### Pin placement, run 1

Pins as bars across the die edge, other pins in gray.
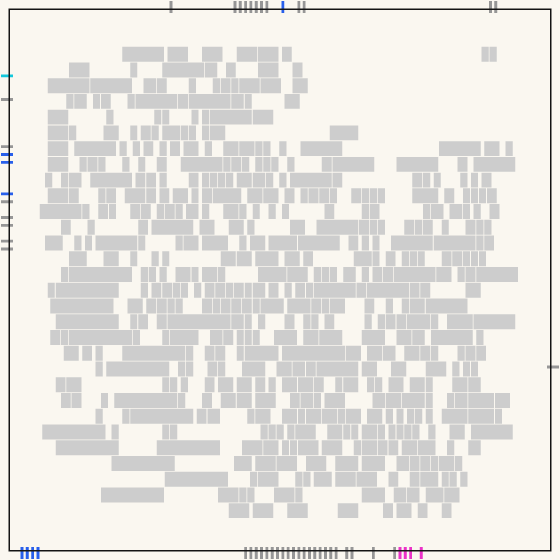
### Placement density heat map, run 1

9 x 9 tiles, from white (low) to dark blue (high), 0 to 100% covered.
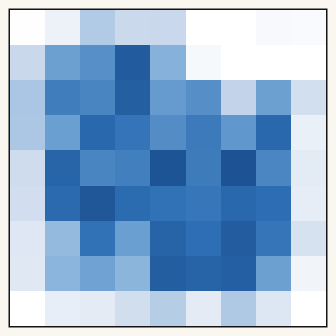
### Metal 3, run 1

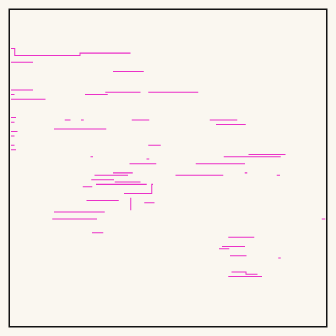
### Clock wires, drivers and flops, run 1

The bar under the picture is 20 microns long.
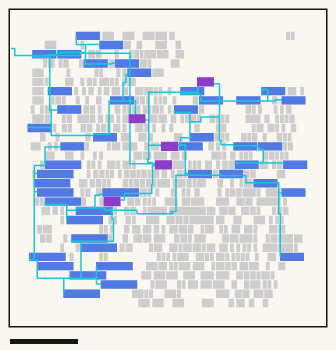
===== config.mk =====
export PLATFORM = sky130hd
export DESIGN_NAME = io_bus_controller
export DESIGN_NICKNAME = d
export VERILOG_FILES = /design/src/rtl/io_bus_controller.sv
export SDC_FILE = /design/constraint.sdc
export NUM_CORES = 1
export LEC_CHECK = 0
export ABC_AREA = 1
export CORE_MARGIN = 5
export CORE_UTILIZATION = 42
export CTS_CLUSTER_SIZE = 25
export DETAILED_ROUTE_END_ITERATION = 8
export GPL_ROUTABILITY_DRIVEN = 0
export PLACE_DENSITY_LB_ADDON = 0.25
export REMOVE_ABC_BUFFERS = 1
export SLEW_MARGIN = 20
export SYNTH_ARGS = -nofsm -noshare
export SYNTH_HDL_FRONTEND = slang
export SYNTH_SLANG_ARGS = --single-unit

===== constraint.sdc =====
create_clock -name clk -period 2.29 [get_ports clk]
set_input_delay 0.229 -clock clk [delete_from_list [all_inputs] [get_ports clk]]
set_output_delay 0.229 -clock clk [all_outputs]
set_load 0.02 [all_outputs]

===== src/rtl/io_bus_controller.sv =====
// IO-window controller for the 65C02: decodes peripheral channels, inserts programmable
// wait states and ready handshakes with timeout, and aggregates peripheral interrupts.
module io_bus_controller #(
  parameter int          NUM_CH      = 4,
  parameter logic [15:0] IO_BASE     = 16'hF000,
  parameter int          SPAN_LOG2   = 4,
  parameter logic [15:0] CTRL_OFFSET = 16'h0F00,
  parameter logic [3:0]  WAIT_RST    = 4'd2,
  parameter int          TIMEOUT     = 64
) (
  input  logic              clk,
  input  logic              reset,
  input  logic [15:0]       address,
  input  logic [7:0]        di,
  input  logic              we,
  input  logic              io_sel,
  output logic              rdy,
  output logic [7:0]        dout,
  output logic              do_oe,
  output logic [NUM_CH-1:0] ch_sel,
  output logic [NUM_CH-1:0] ch_wr_stb,
  input  logic [NUM_CH-1:0] ch_ready,
  input  logic [NUM_CH-1:0] ch_irq,
  output logic              irq
);

  localparam int          CW        = (NUM_CH > 1) ? $clog2(NUM_CH) : 1;
  localparam int          TW        = (TIMEOUT > 1) ? $clog2(TIMEOUT) : 1;
  localparam logic [TW-1:0] TMO_LAST = TW'(TIMEOUT - 1);
  localparam logic [15:0] PAGE_BASE = IO_BASE + CTRL_OFFSET;
  localparam logic [15:0] NUM_CH_W  = 16'(NUM_CH);

  typedef enum logic [1:0] {S_IDLE = 2'd0, S_WAIT = 2'd1, S_DONE = 2'd2} state_t;

  state_t            state, state_next;
  logic [3:0]        cnt;
  logic [TW-1:0]     tmo;
  logic [CW-1:0]     cur;
  logic [3:0]        wait_cfg [NUM_CH];
  logic [NUM_CH-1:0] pend, mask, irq_prev, w1c;
  logic              err, irq_q;
  logic [2:0]        err_ch;
  logic [15:0]       rel, idx_wide;
  logic [CW-1:0]     idx;
  logic [3:0]        off;
  logic              page_hit, ch_hit, page_wr;
  logic              rdy_c, timeout_c;
  logic [NUM_CH-1:0] sel_c, stb_c;
  logic [7:0]        rd_c;
  logic              unused_di;

  assign off       = address[3:0];
  assign rel       = address - IO_BASE;
  assign idx_wide  = rel >> SPAN_LOG2;
  assign idx       = idx_wide[CW-1:0];
  assign page_hit  = io_sel && (address[15:4] == PAGE_BASE[15:4]);
  assign ch_hit    = io_sel && !page_hit && (address >= IO_BASE) && (idx_wide < NUM_CH_W);
  assign page_wr   = page_hit && we;
  assign w1c       = (page_wr && off == 4'd0) ? di[NUM_CH-1:0] : {NUM_CH{1'b0}};
  assign unused_di = ^di;

  // Register page read mux
  always_comb begin
    rd_c = 8'h00;
    case (off)
      4'd0: rd_c = 8'(pend);
      4'd1: rd_c = 8'(mask);
      4'd2: rd_c = 8'(ch_irq);
      4'd3: rd_c = {1'b0, err_ch, 3'b000, err};
      default: begin
        for (int c = 0; c < NUM_CH; c++) begin
          rd_c = (off == 4'(c + 4)) ? {4'h0, wait_cfg[c]} : rd_c;
        end
      end
    endcase
  end

  // Access FSM: next state, stall and per-channel select/strobe
  always_comb begin
    state_next = state;
    rdy_c      = 1'b1;
    sel_c      = {NUM_CH{1'b0}};
    stb_c      = {NUM_CH{1'b0}};
    timeout_c  = 1'b0;
    case (state)
      S_IDLE: begin
        if (ch_hit) begin
          sel_c[idx] = 1'b1;
          if (wait_cfg[idx] == 4'd0 && ch_ready[idx]) begin
            stb_c[idx] = we;
          end else begin
            rdy_c      = 1'b0;
            state_next = S_WAIT;
          end
        end else begin
          state_next = S_IDLE;
        end
      end
      S_WAIT: begin
        rdy_c      = 1'b0;
        sel_c[cur] = 1'b1;
        if (cnt == 4'd0 && ch_ready[cur]) begin
          state_next = S_DONE;
        end else if (tmo == TMO_LAST) begin
          state_next = S_DONE;
          timeout_c  = 1'b1;
        end else begin
          state_next = S_WAIT;
        end
      end
      S_DONE: begin
        sel_c[cur] = 1'b1;
        stb_c[cur] = we;
        state_next = S_IDLE;
      end
      default: state_next = S_IDLE;
    endcase
  end

  // Reset forces the bus-facing outputs idle even while the address still hits a channel
  assign rdy       = reset ? rdy_c : 1'b1;
  assign ch_sel    = reset ? sel_c : {NUM_CH{1'b0}};
  assign ch_wr_stb = reset ? stb_c : {NUM_CH{1'b0}};
  assign do_oe     = reset && page_hit && !we;
  assign dout      = do_oe ? rd_c : 8'h00;
  assign irq       = irq_q;

  // State register plus wait/timeout counters; cnt is preloaded one short because the
  // IDLE cycle that starts the stall already counts as the first wait state
  always_ff @(posedge clk) begin
    if (!reset) begin
      state <= S_IDLE;
      cnt   <= 4'd0;
      tmo   <= {TW{1'b0}};
      cur   <= {CW{1'b0}};
    end else begin
      state <= state_next;
      case (state)
        S_IDLE: begin
          cnt <= (wait_cfg[idx] == 4'd0) ? 4'd0 : wait_cfg[idx] - 4'd1;
          tmo <= {TW{1'b0}};
          cur <= idx;
        end
        S_WAIT: begin
          cnt <= (cnt == 4'd0) ? 4'd0 : cnt - 4'd1;
          tmo <= (tmo == TMO_LAST) ? tmo : tmo + TW'(1);
        end
        default: begin
          cnt <= cnt;
          tmo <= tmo;
        end
      endcase
    end
  end

  // Control/status registers and interrupt aggregation; an edge set beats a same-cycle W1C
  always_ff @(posedge clk) begin
    if (!reset) begin
      for (int c = 0; c < NUM_CH; c++) wait_cfg[c] <= WAIT_RST;
      mask     <= {NUM_CH{1'b0}};
      pend     <= {NUM_CH{1'b0}};
      irq_prev <= {NUM_CH{1'b0}};
      err      <= 1'b0;
      err_ch   <= 3'd0;
      irq_q    <= 1'b0;
    end else begin
      irq_prev <= ch_irq;
      irq_q    <= |(pend & mask);
      pend     <= (pend & ~w1c) | (ch_irq & ~irq_prev);
      if (page_wr && off == 4'd1) mask <= di[NUM_CH-1:0];
      else                        mask <= mask;
      if (timeout_c) begin
        err    <= 1'b1;
        err_ch <= 3'(cur);
      end else if (page_wr && off == 4'd3 && di[0]) begin
        err    <= 1'b0;
        err_ch <= 3'd0;
      end else begin
        err    <= err;
        err_ch <= err_ch;
      end
      for (int c = 0; c < NUM_CH; c++) begin
        if (page_wr && off == 4'(c + 4)) wait_cfg[c] <= di[3:0];
        else                             wait_cfg[c] <= wait_cfg[c];
      end
    end
  end

endmodule


==> reports/metrics.json, run 1 <==
{
  "global_routing": {
    "antenna_found_initial": 0,
    "grt.met1_usage_pct": 23.9,
    "remaining_global_route_overflow": 0,
    "grt_use_met2_pct": 34.5,
    "track_usage_pct": 19.5
  },
  "die": {
    "floorplan.rows": 30,
    "core_region_area_sq_um": 6760,
    "chip_area_sq_um": 8710
  },
  "placed_design": {
    "placement.cell_area_sq_um": 3820,
    "dp_cells": 592,
    "place_worst_setup_slack_ps": -363,
    "dp_hpwl_microns": 6460
  },
  "synth": {
    "top_cell": "sky130_fd_sc_hd__nand2_1",
    "netlist.top_cell.by_area": "sky130_fd_sc_hd__dfxtp_1",
    "post_synth_main_logic_family": "simple AND/OR/NAND/NOR gates",
    "postSynthRegisterBits": 46,
    "netlist_instances": 421,
    "flop_cell": "sky130_fd_sc_hd__dfxtp_1",
    "ys_seq_share_pct": 37.1,
    "synthSimpleGateAreaFrac_pct": 39.4,
    "post_synth_xor_area_fraction_pct": 0
  },
  "final_layout": {
    "final_nets": 563,
    "insertedDiodeCount": 0,
    "area.growth.synth_to_final_pct": 35.2,
    "layout.cells.most_common": "sky130_fd_sc_hd__nand2_1"
  },
  "timing": {
    "final.setup_skew_ps": 5.23,
    "fmax_mhz": 464,
    "totalNegativeSetupSlack_ps": 0
  },
  "pwr": {
    "totalPowerFinal_uw": 1880,
    "ratio_of_total_power_to_cell_area_nw_per_um2": 476
  },
  "routing": {
    "post-route-drc-count": 0,
    "pre_repair_dr_iteration_count": 5,
    "drt_iter0_drc": 144,
    "via_count": 3053,
    "wire_per_inst_microns": 13.5,
    "vias_per_std_cell": 5.06
  },
  "cts": {
    "numClockSinks": 46
  },
  "min_path": {
    "hp-class": "reg -> reg"
  },
  "setup_path": {
    "worst_r2r_path_depth": 9,
    "worstSetupEndpointType": "output pin",
    "path_cells": "inv_1 -> ha_1 -> inv_1 -> nor3_2 -> nand2_1 -> nor2_4 -> buf_12 -> a32oi_1 -> nor2_1 -> clkbuf_2"
  },
  "outcome": {
    "run_status": "complete, no violations"
  },
  "flow_run": {
    "drv_cap": 0
  }
}
## Picture notes: 'Pin placement'
legend:
  cyan:
    port: clk
    pins: 1
    direction: input
    edge: left
  magenta:
    port: ch_sel
    pins: 4
    direction: output
    edge: bottom
  blue:
    port: di
    pins: 8
    direction: input
    edge: 4 bottom, 3 left, 1 top
all pins by edge: 30 bottom, 13 top, 11 left, 1 right

## Picture notes: 'Placement density heat map'
emptiest ninth of the die: upper right
mean over tiles: 44%
nearly empty tiles: 9.9%
fullest tile: 86%

## Picture notes: 'Metal 3'
wire length on this layer: 355 microns
share of all routed wire: 4.4%

## Picture notes: 'Clock wires, drivers and flops'
legend:
  cyan:
    item: clock wires
    length: 658 microns
  blue:
    item: flip-flops
    count: 46
  purple:
    item: cells driving clock nets
    count: 5
flops lie: all over the die
power consumed by the clock network: 612 uW
Insertion Delay late pin: 300 ps
clock network fraction of design power: 32.6%

[run 1: routing by layer]
layer	wire, microns	vias to the layer above
met4	133	0
met5	0	-
met2	4210	85
met3	354	14
met1	3440	1381
li1	-	1573
[run 1: timing repair]
item / CTS / global route
pin swaps: 0 / 2
endpoints found under the setup margin: 16 / 14
buffers inserted: 1 / 2
hold buffers: 0 / 0
resized: 29 / 33
gates cloned: 0 / 0
[run 1: state kept, by name, indices dropped and copies added, names as in the netlist]
signal / count
irq: 1
irq_prev: 4
pend: 4
err: 1
state: 2
mask: 4
cnt: 4
err_ch: 2
cur: 2
wait_cfg: 16
tmo: 6
[run 1: area by class of cell]
cell class                 instances  share of cell area [%]
clock buffer                       7                    1.94
clock inverter                     1                   0.762
inverter                          56                    5.33
multi-input combinational        308                    39.8
sequential                        46                    27.4
tap                               80                    2.54
timing repair buffer             105                    22.2
[run 1: worst max-delay path: cells and delay by family, from the launching register on]
| family | cells | cell delay [ps] |
|---|---|---|
| simple gates | 4 | 590 |
| buf+inv | 4 | 450 |
| flops | 1 | 350 |
| fa+ha+maj | 1 | 180 |
| compound gates | 1 | 50 |
[run 1: worst paths after layout]
path | slack (ps) | startpoint | end
max | 130 | state[0] | ch_sel[3]
min | 470 | err | err
max reg2reg | 490 | state[1] | tmo[5]
min reg2reg | 470 | err | err
[run 1: logic make-up (layout without fill, tap and decap cells)]
logic type	after synthesis	count (layout)
AOI/OAI and AO/OA	56	56
DFF	46	46
buffers and inverters	68	169
other	1	2
adders and majority gates	5	5
and+or+nand+nor	245	245
[run 1: where the power goes]
part	switching, uW	internal [uW]
logic	185	161
registers	32.3	887
clock network	285	327
total	503	1380
### Placed standard cells, run 1

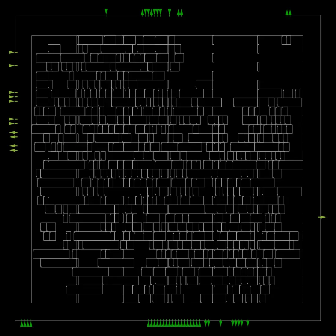

==> run 2: changes to the inputs <==
- CORE_ASPECT_RATIO: unset -> 0.9
- CORE_UTILIZATION: 42 -> 55
- RECOVER_POWER: unset -> 50
### Placed standard cells, run 2

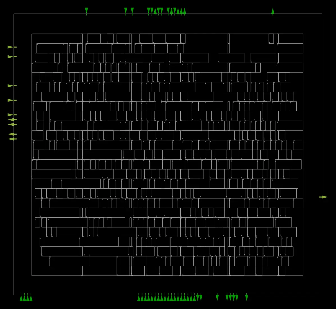
Cell Count, Final, Fillers Out: 583
number of tap instances: 67
Seq cells: 46
share of the final layout cell area in sequential cells: 28.4%
standard cell core area: 5190 sq um

### Metal 3, run 2

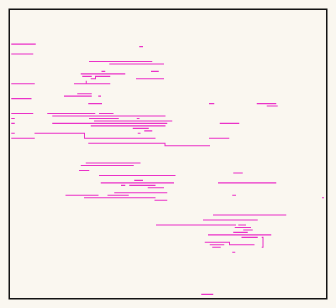
wire length on this layer: 618 microns
nets with wire on the layer: 61
main direction: horizontal
longest straight run: 31.3 microns
met3 track demand over resource in global routing: 3.73%
final WL: 8150 microns
Via Count: 3174

### Clock wires, drivers and flops, run 2

The bar under the picture is 20 microns long.
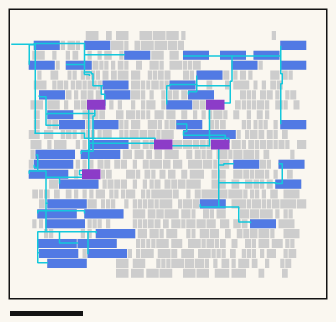
legend:
  cyan:
    item: clock wires
    length: 555 microns
  purple:
    item: cells driving clock nets
    count: 5
  blue:
    item: flip-flops
    count: 46
flops lie: all over the die
routed clock nets: 6
clock network fraction of design power: 28.1%
power consumed by the clock network: 492 uW

==> run 2 against run 1 <==
Effect of this change:
- sequential share of layout area up 0.94 points
- area after synthesis unchanged
- clock power down about 20%
- global-route usage up 5.0 points
- power down 6.7%
- maximum frequency down 1.1%
- final area down 3.3%
- synthesized cell count unchanged
- critical path type is now in -> out
- largest cell class unchanged
==> reports/metrics.json, run 2 <==
{
  "global_routing": {
    "grt.met1_usage_pct": 30.9,
    "antenna_found_initial": 0
  },
  "synth": {
    "top_cell": "sky130_fd_sc_hd__nand2_1",
    "flop_cell": "sky130_fd_sc_hd__dfxtp_1",
    "netlist.top_cell.by_area": "sky130_fd_sc_hd__dfxtp_1",
    "netlist_instances": 421,
    "synthSimpleGateAreaFrac_pct": 39.4
  },
  "routing": {
    "dr_wl_met3_microns": 618,
    "maxUsedRoutingLayer": "met4",
    "length_of_routed_met2_wiring_microns": 4100,
    "met1Wirelength_microns": 3290,
    "pre_repair_dr_iteration_count": 5
  },
  "pwr": {
    "seq_cell_power_uw": 920
  },
  "final_layout": {
    "top_regs": "wait_cfg x16, tmo x6",
    "layout.cells.most_common": "sky130_fd_sc_hd__nand2_1",
    "largest_reg_flops": 16,
    "area.growth.synth_to_final_pct": 30.8
  },
  "die": {
    "floorplan.rows": 25
  },
  "setup_path": {
    "path_cells": "clkdlybuf4s50_1 -> buf_4 -> nor2_2 -> inv_1 -> nor2_2 -> nand2_1 -> nand3_1 -> o211a_1 -> dlygate4sd2_1",
    "r2r_setup_slack_ps": 490,
    "critical_path_buf_inv_count": 4
  },
  "timing": {
    "fmax_mhz": 459
  },
  "outcome": {
    "run_status": "complete, no violations"
  },
  "flow_run": {
    "drv_cap": 0
  },
  "min_path": {
    "hp-class": "reg -> reg"
  },
  "cts": {
    "numClockSinks": 46
  }
}
run 2: netlist changes by cell type in the layout (fill, tap and decap cells not counted), moves of 2 or more:
| cell | before | now |
|---|---|---|
| sky130_fd_sc_hd__buf_4 | 58 | 46 |
| sky130_fd_sc_hd__clkbuf_2 | 6 | 10 |
| sky130_fd_sc_hd__clkbuf_1 | 2 | 5 |
| sky130_fd_sc_hd__clkdlybuf4s15_2 | 4 | 2 |
| sky130_fd_sc_hd__clkdlybuf4s50_1 | 30 | 28 |
| sky130_fd_sc_hd__dlygate4sd3_1 | 0 | 2 |
run 2: through the flow:
stage,setup WS [ps],instance area [sq um],util (%),std cells,power [uW]
after floorplan,498,2840,-,410,1090
after global placement,-275,3750,72.3,572,1260
after detailed placement,-342,3750,72.3,572,1270
after CTS,0.956,3850,74.1,582,1750
after global routing,-28.1,3810,73.4,583,1830
final,109,3810,73.4,583,1750
run 2: logic make-up after synthesis:
group | after synthesis
adder cells (fa/ha/maj) | 5
flip-flops | 46
buffers and inverters | 68
other | 1
AND-OR/OR-AND | 56
AND/OR/NAND/NOR | 245
run 2: final cells by class:
cell class / instances / share of cell area [%]
Clock buffer: 6 / 1.90
Clock inverter: 2 / 0.361
Inverter: 56 / 5.51
Multi-Input combinational cell: 308 / 41.2
Sequential cell: 46 / 28.4
Tap cell: 67 / 2.20
Timing Repair Buffer: 98 / 20.5
run 2: path summary, 6_finish.rpt:
kind,endpoint,depth (start not counted),from
max reg2reg,tmo[5],9,state[1]
min reg2reg,err,2,err
max,dout[3],9,address[1]
min,err,2,err
run 2: what timing repair did:
action                                  4_1_cts  5_1_grt
gates resized                                27       30
endpoints found under the setup margin       16       14
pin swaps                                     2        2
hold endpoints to repair                      0        0
setup buffers                                 2        1
### Pin placement, run 2

Pins as bars across the die edge, other pins in gray.
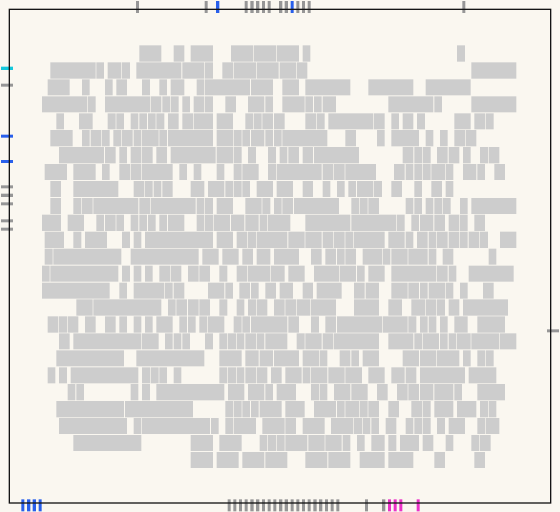

==> run 3: changes to the inputs <==
- CAP_MARGIN: unset -> 20
- PLACE_DENSITY: unset -> 0.91
- PLACE_DENSITY_LB_ADDON: 0.25 -> unset
### Pin placement, run 3

Pins as bars across the die edge, other pins in gray.
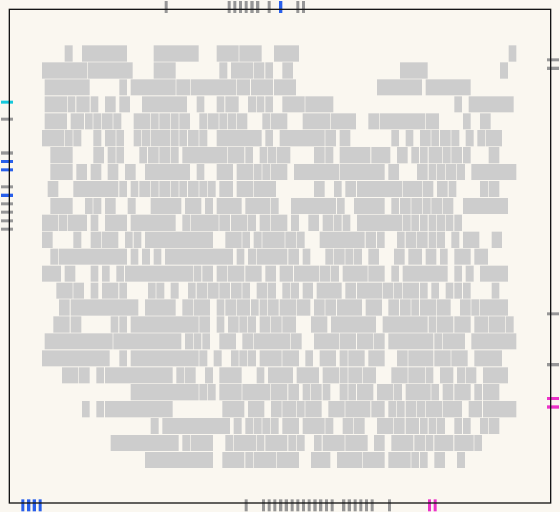
legend:
  cyan:
    port: clk
    pins: 1
    direction: input
    edge: left
  blue:
    port: di
    pins: 8
    direction: input
    edge: 4 bottom, 3 left, 1 top
  magenta:
    port: ch_sel
    pins: 4
    direction: output
    edge: 2 right, 2 bottom
die outline width: 86.7 microns
die extent in y: 79.1 microns
buffers added on ports: 48

### Placed standard cells, run 3

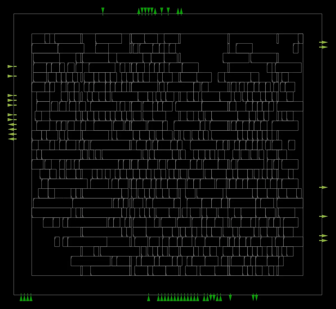
fill cell total of the finished layout: 403
share of the final layout cell area in sequential cells: 27.9%
Row Count: 25
share of the core filled with cells in the final layout: 74.5%

### Placement density heat map, run 3

9 x 8 tiles, from white (low) to dark blue (high), 0 to 100% covered.
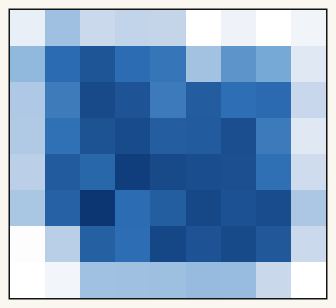
mean over tiles: 55%
densest ninth of the die: center
emptiest ninth of the die: upper right
fullest tile: 98%
nearly empty tiles: 6.9%
tiles over 75% full: 43%

==> run 3 against run 2 <==
Effect of this change:
- sequential power hardly changed
- combinational power is 4% higher
- maximum frequency is 0.72% lower
- highest routed layer unchanged
- non-clock buffer count stayed put
==> reports/metrics.json, run 3 <==
{
  "routing": {
    "vias_per_std_cell": 5.57,
    "finalWirelength_microns": 8750,
    "pre_repair_dr_iteration_count": 5,
    "drt_iter0_drc": 227,
    "via_count": 3248,
    "post-route-drc-count": 0
  },
  "setup_path": {
    "path_cells": "clkdlybuf4s50_1 -> nand2_1 -> nor2_1 -> nand2_1 -> nor3_4 -> nand3_2 -> buf_4 -> nor3_1 -> buf_2",
    "worst_r2r_path_depth": 12,
    "r2r_setup_slack_ps": 410,
    "worst_r2r_endpoint": "state[1]",
    "regToRegStartpoint": "state[1]",
    "worstSetupEndpointType": "output pin"
  },
  "global_routing": {
    "remaining_global_route_overflow": 0
  },
  "outcome": {
    "run_status": "complete, no violations"
  },
  "synth": {
    "ys_seq_share_pct": 37.1,
    "postSynthRegisterBits": 46,
    "netlist_instances": 421
  },
  "cts": {
    "clock_insertion_delay_worst_skew_ps": 300
  },
  "final_layout": {
    "post_layout_nonfiller_instances": 583,
    "largest_reg_flops": 16,
    "register_ranked_first_by_flip_flop_count": "wait_cfg",
    "layout.cells.most_common": "sky130_fd_sc_hd__nand2_1",
    "area.growth.synth_to_final_pct": 32.7
  },
  "placed_design": {
    "place_worst_setup_slack_ps": -357,
    "placement.cell_area_sq_um": 3740
  },
  "min_path": {
    "hp-class": "in -> reg",
    "min_delay_path_depth": 4
  },
  "flow_run": {
    "drv_cap": 0
  }
}
==> run 3: cell families after synthesis <==
group / after synthesis / share of synthesized area [%]
simple gates: 245 / 39.4
fa+ha+maj: 5 / 2.15
flops: 46 / 37.1
buf+inv: 68 / 10.0
other cells: 1 / 0.129
compound gates: 56 / 11.2
==> run 3: layer usage <==
layer | GRT usage [%] | routed length (microns) | vias to the layer above
li1 | - | - | 1559
met1 | 29.8 | 3240 | 1475
met2 | 45.8 | 4430 | 174
met3 | 5.29 | 797 | 40
met4 | 10.3 | 277 | 0
met5 | 0 | 0 | -
==> run 3: worst max path at each step <==
stage	from	end	slack (ps)	cells after the start
after floorplan	state[0]	ch_sel[0]	500	8
after detailed placement	address[5]	dout[5]	-360	7
after global routing	state[1]	ch_sel[0]	-20	10
after global placement	address[5]	dout[5]	-300	7
final	address[13]	dout[0]	90	9
after CTS	address[4]	dout[0]	-20	8
==> run 3: critical path, delay by kind of cell <==
family,cells,cell delay (ps)
buf+inv,3,880
simple gates,6,850
==> run 3: area by class of cell <==
class                   instances  share of cell area, %
repair buffers                 98                   21.0
inverters                      56                   5.43
well taps                      67                   2.17
flip-flops and latches         46                   27.9
multi-input cells             308                   41.3
clock inverters                 2                  0.356
clock buffers                   6                   1.88
==> run 3: report_power, final <==
part	total, uW	switching, uW	leakage [uW]	internal (uW)
Clock	494	279	0.0000413	215
Sequential	921	34.2	0.000401	887
Combinational	353	196	0.00135	157
==> run 3: what timing repair did <==
item / 4_1_cts / 5_1_grt
endpoints found under the setup margin: 16 / 15
hold buffers: 0 / 0
cloned: 0 / 0
buffers inserted: 1 / 4
resized: 53 / 21
pin swaps: 1 / 3
Power and IR drop assume default switching activity.
